## config.mk

```make
export PLATFORM = sky130hd
export DESIGN_NAME = pwm_meas
export DESIGN_NICKNAME = d
export VERILOG_FILES = /design/src/rtl/pwm_meas_pkg.sv /design/src/rtl/pwm_time_accum.sv /design/src/rtl/pwm_meas.sv
export SDC_FILE = /design/constraint.sdc
export NUM_CORES = 1
export LEC_CHECK = 0
export CORE_AREA = 2 2 152 154
export CTS_BUF_LIST = sky130_fd_sc_hd__clkbuf_2 sky130_fd_sc_hd__clkbuf_4 sky130_fd_sc_hd__clkbuf_8
export DETAILED_ROUTE_END_ITERATION = 8
export DIE_AREA = 0 0 154 156
export GPL_TIMING_DRIVEN = 1
export PLACE_DENSITY_LB_ADDON = 0.08
export RECOVER_POWER = 50
export SYNTH_ARGS = -nofsm -noshare
export SYNTH_HDL_FRONTEND = slang
export SYNTH_HIERARCHICAL = 1
export SYNTH_SLANG_ARGS = --single-unit
export TNS_END_PERCENT = 30
```

## constraint.sdc

```tcl
create_clock -name clk -period 3.5 [get_ports clk]
set_input_delay 0.35 -clock clk [delete_from_list [all_inputs] [get_ports clk]]
set_output_delay 0.35 -clock clk [all_outputs]
set_load 0.01 [all_outputs]
```

## src/rtl/pwm_meas_pkg.sv

```systemverilog
// Shared types and default constants for the PWM phase-time measurement block.
package pwm_meas_pkg;

  localparam int DEFAULT_WIDTH = 32;
  localparam longint unsigned DEFAULT_TIMEOUT = 64'd1 << 20;

  typedef enum logic [1:0] {
    SYNC = 2'd0,
    HIGH = 2'd1,
    LOW  = 2'd2
  } state_t;

endpackage

```

## src/rtl/pwm_time_accum.sv

```systemverilog
// Saturating phase-time accumulator: restarts from dt on an edge, otherwise adds dt.
// expired flags that the accumulated time has reached the stuck threshold.
module pwm_time_accum
  import pwm_meas_pkg::*;
#(
  parameter int              width   = DEFAULT_WIDTH,
  parameter longint unsigned timeout = DEFAULT_TIMEOUT
) (
  input  logic             clk,
  input  logic             rst,
  input  logic             en,
  input  logic             load,
  input  logic [width-1:0] dt,
  output logic [width-1:0] acc,
  output logic             expired
);

  logic [width:0]   sum;
  logic [width-1:0] sat;

  // One extra carry bit detects overflow so the sum can clamp instead of wrapping.
  always_comb begin
    sum     = {1'b0, acc} + {1'b0, dt};
    sat     = sum[width] ? '1 : sum[width-1:0];
    expired = (64'(acc) >= timeout);
  end

  always_ff @(posedge clk) begin
    if (rst) begin
      acc <= '0;
    end else if (en) begin
      if (load) begin
        acc <= dt;
      end else begin
        acc <= sat;
      end
    end
  end

endmodule

```

## src/rtl/pwm_meas.sv

```systemverilog
// Measures high/low phase times of a PWM input in emulated time units and
// reports them after each complete high+low cycle; flags a stuck input.
module pwm_meas
  import pwm_meas_pkg::*;
#(
  parameter int              width   = DEFAULT_WIDTH,
  parameter longint unsigned timeout = DEFAULT_TIMEOUT
) (
  input  logic             clk,
  input  logic             rst,
  input  logic             cke,
  input  logic [width-1:0] dt,
  input  logic             in,
  output logic [width-1:0] t_on,
  output logic [width-1:0] t_off,
  output logic [width:0]   period,
  output logic             valid,
  output logic             stuck
);

  state_t           state;
  logic             last;
  logic             rise;
  logic             fall;
  logic [width-1:0] acc;
  logic             expired;
  logic [width-1:0] on_hold;
  logic [width-1:0] off_hold;
  logic             pending;

  assign rise = in & ~last;
  assign fall = ~in & last;

  pwm_time_accum #(
    .width  (width),
    .timeout(timeout)
  ) u_accum (
    .clk    (clk),
    .rst    (rst),
    .en     (cke),
    .load   (rise | fall),
    .dt     (dt),
    .acc    (acc),
    .expired(expired)
  );

  // Results publish one clock after the closing rise, whether or not cke is high then.
  always_ff @(posedge clk) begin
    if (rst) begin
      state    <= SYNC;
      last     <= 1'b1;
      on_hold  <= '0;
      off_hold <= '0;
      pending  <= 1'b0;
      t_on     <= '0;
      t_off    <= '0;
      period   <= '0;
      valid    <= 1'b0;
      stuck    <= 1'b0;
    end else begin
      valid <= 1'b0;
      if (pending) begin
        t_on    <= on_hold;
        t_off   <= off_hold;
        period  <= {1'b0, on_hold} + {1'b0, off_hold};
        valid   <= 1'b1;
        pending <= 1'b0;
      end
      if (cke) begin
        last <= in;
        // An edge always wins over the stuck threshold on the same step.
        case (state)
          SYNC: begin
            if (rise) begin
              state <= HIGH;
              stuck <= 1'b0;
            end
          end
          HIGH: begin
            if (fall) begin
              on_hold <= acc;
              state   <= LOW;
            end else if (expired) begin
              state <= SYNC;
              stuck <= 1'b1;
            end
          end
          LOW: begin
            if (rise) begin
              off_hold <= acc;
              pending  <= 1'b1;
              state    <= HIGH;
            end else if (expired) begin
              state <= SYNC;
              stuck <= 1'b1;
            end
          end
          default: state <= SYNC;
        endcase
      end
    end
  end

endmodule

```

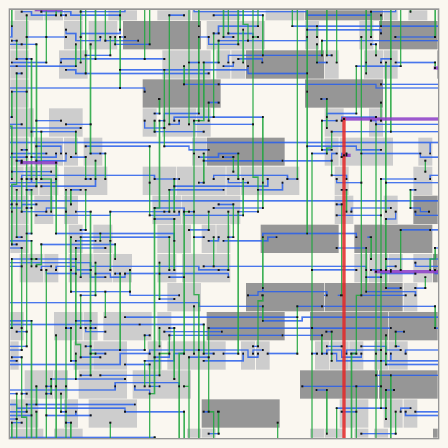
Fig. 1. Zoomed window.
Region (18, 97) to (58, 137) um. Cells in gray, sequential cells in the stronger gray; small squares are vias.
legend:
  green:
    layer: metal 2
  purple:
    layer: metal 3
  blue:
    layer: metal 1
  red:
    layer: metal 4
netlist names of flops here include: u_accum/acc (8), off_hold (4), on_hold (3)
sequential cells in the window: 16
cells with their middle in the window: 107
most frequent: nand2_1 (34), a21oi_1 (19), dfxtp_1 (16)

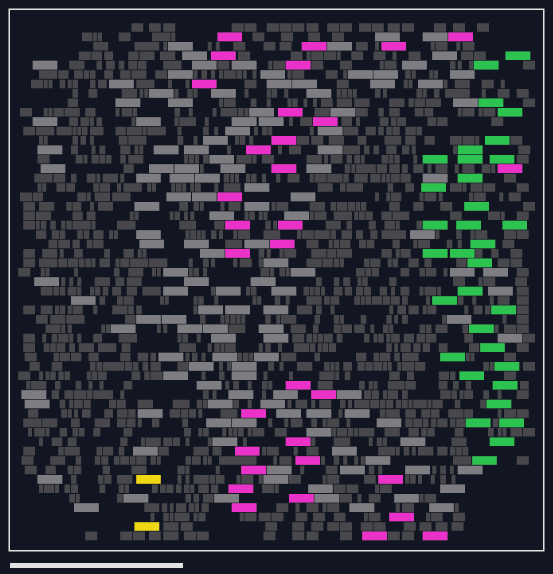
Fig. 2. Register map, names as in the netlist.
The bar under the picture is 50 um long. Other sequential cells in the stronger gray, the rest of the logic in the fainter gray.
legend:
  yellow:
    netlist_name: state
    sequential_cells: 2
  magenta:
    netlist_name: t_on
    sequential_cells: 32
  green:
    netlist_name: period
    sequential_cells: 33
not colored: 132
total sequential power: 2.40 mW
Final Core Density: 0.5656
Seq/total area: 0.3149
Reg area: 3984 um2

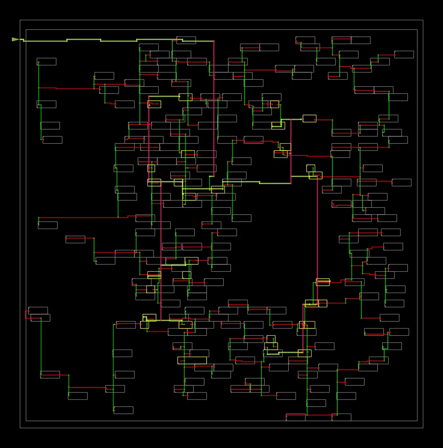
Fig. 3. Clock wiring as the flow saved it.
clock buffers: 18
clock buffer count from CTS: 17

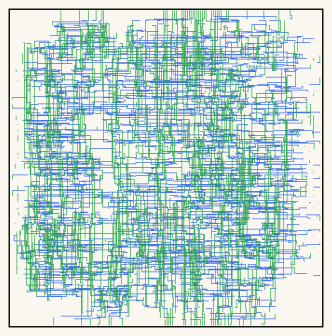
Fig. 4. Metal layers overlaid.
Two of the layers only.
legend:
  blue:
    layer: metal 1
    wire_length: 14500 um
  green:
    layer: metal 2
    wire_length: 12900 um
GRT Total Usage: 0.2383
drt total wl: 28.77 mm
routed len/inst: 17.10 um

==> CHANGELOG.md <==
## Implementation

* Clk buf depth at 2
* Cell area leaders: dfxtp_1 37%, nand2_1 8.5%, ha_1 8.1%, mux2i_1 7.2%, a21oi_1 6.6%
* Number of flip-flops in the largest register at 33
* Failing checks: max-capacitance violations, max-slew violations
* Die height at about 160 um
* CP max stage cell: a2111o_1
* Worst Slack Setup Final at 0.3964 ns
* Worst Hold End: period[13]
* Crit path arrival time at approximately 3.5 ns
* Top layer in use: met4
* WP depth at 11
* Min-delay src: rst
* PwrDens at approximately 370 nW/um2
* Vias in the first global route at 8553
* Share of cells above drive strength 1 at 0.06084
* AO/OA Area Share at 0.2118
* Status: finished with violations
* Initial antenna violation count at 0
* N_taps at 285
* Max-Cap Viols at 3
* Mux cell area share at 0.07372
* Sequential Power Share at 0.515
* Logic Gate Count at 1001
* M3 GR Usage at 0.02667
* Reg2reg path depth at 11
* Comb area share at 0.5074
* Clock transition at path regs at 0.11 ns
* Global-route wire length before repair at ~46 mm
* M1 wire length at about 14 mm
* Met2 Use GR at 0.3709
* Post-synth EDFFs at 0
* Critical path, cell by cell: ha_1 > fa_1 > a211oi_1 > o21a_1 > a2111o_1 > o21a_2 > nand3_4 > a31o_1 > buf_4 > o221ai_1 > nand2_1
* Slew Viols, Final at 101
* Synth Warn # at 6
* Comb pwr at 0.790 mW
* 1st-iter DRT viols at 591
* Slew HR at -0.1385
* Clock Skews at ~0.017 ns
* Final Total Pwr at 4.664 mW
* Measured slew at the worst slew-check pin at 1.708 ns
* Clock power frac at 0.315
* Metal3 WL at about 1.1 mm
Power figures rest on the tool's default switching activity, not on a simulated workload.
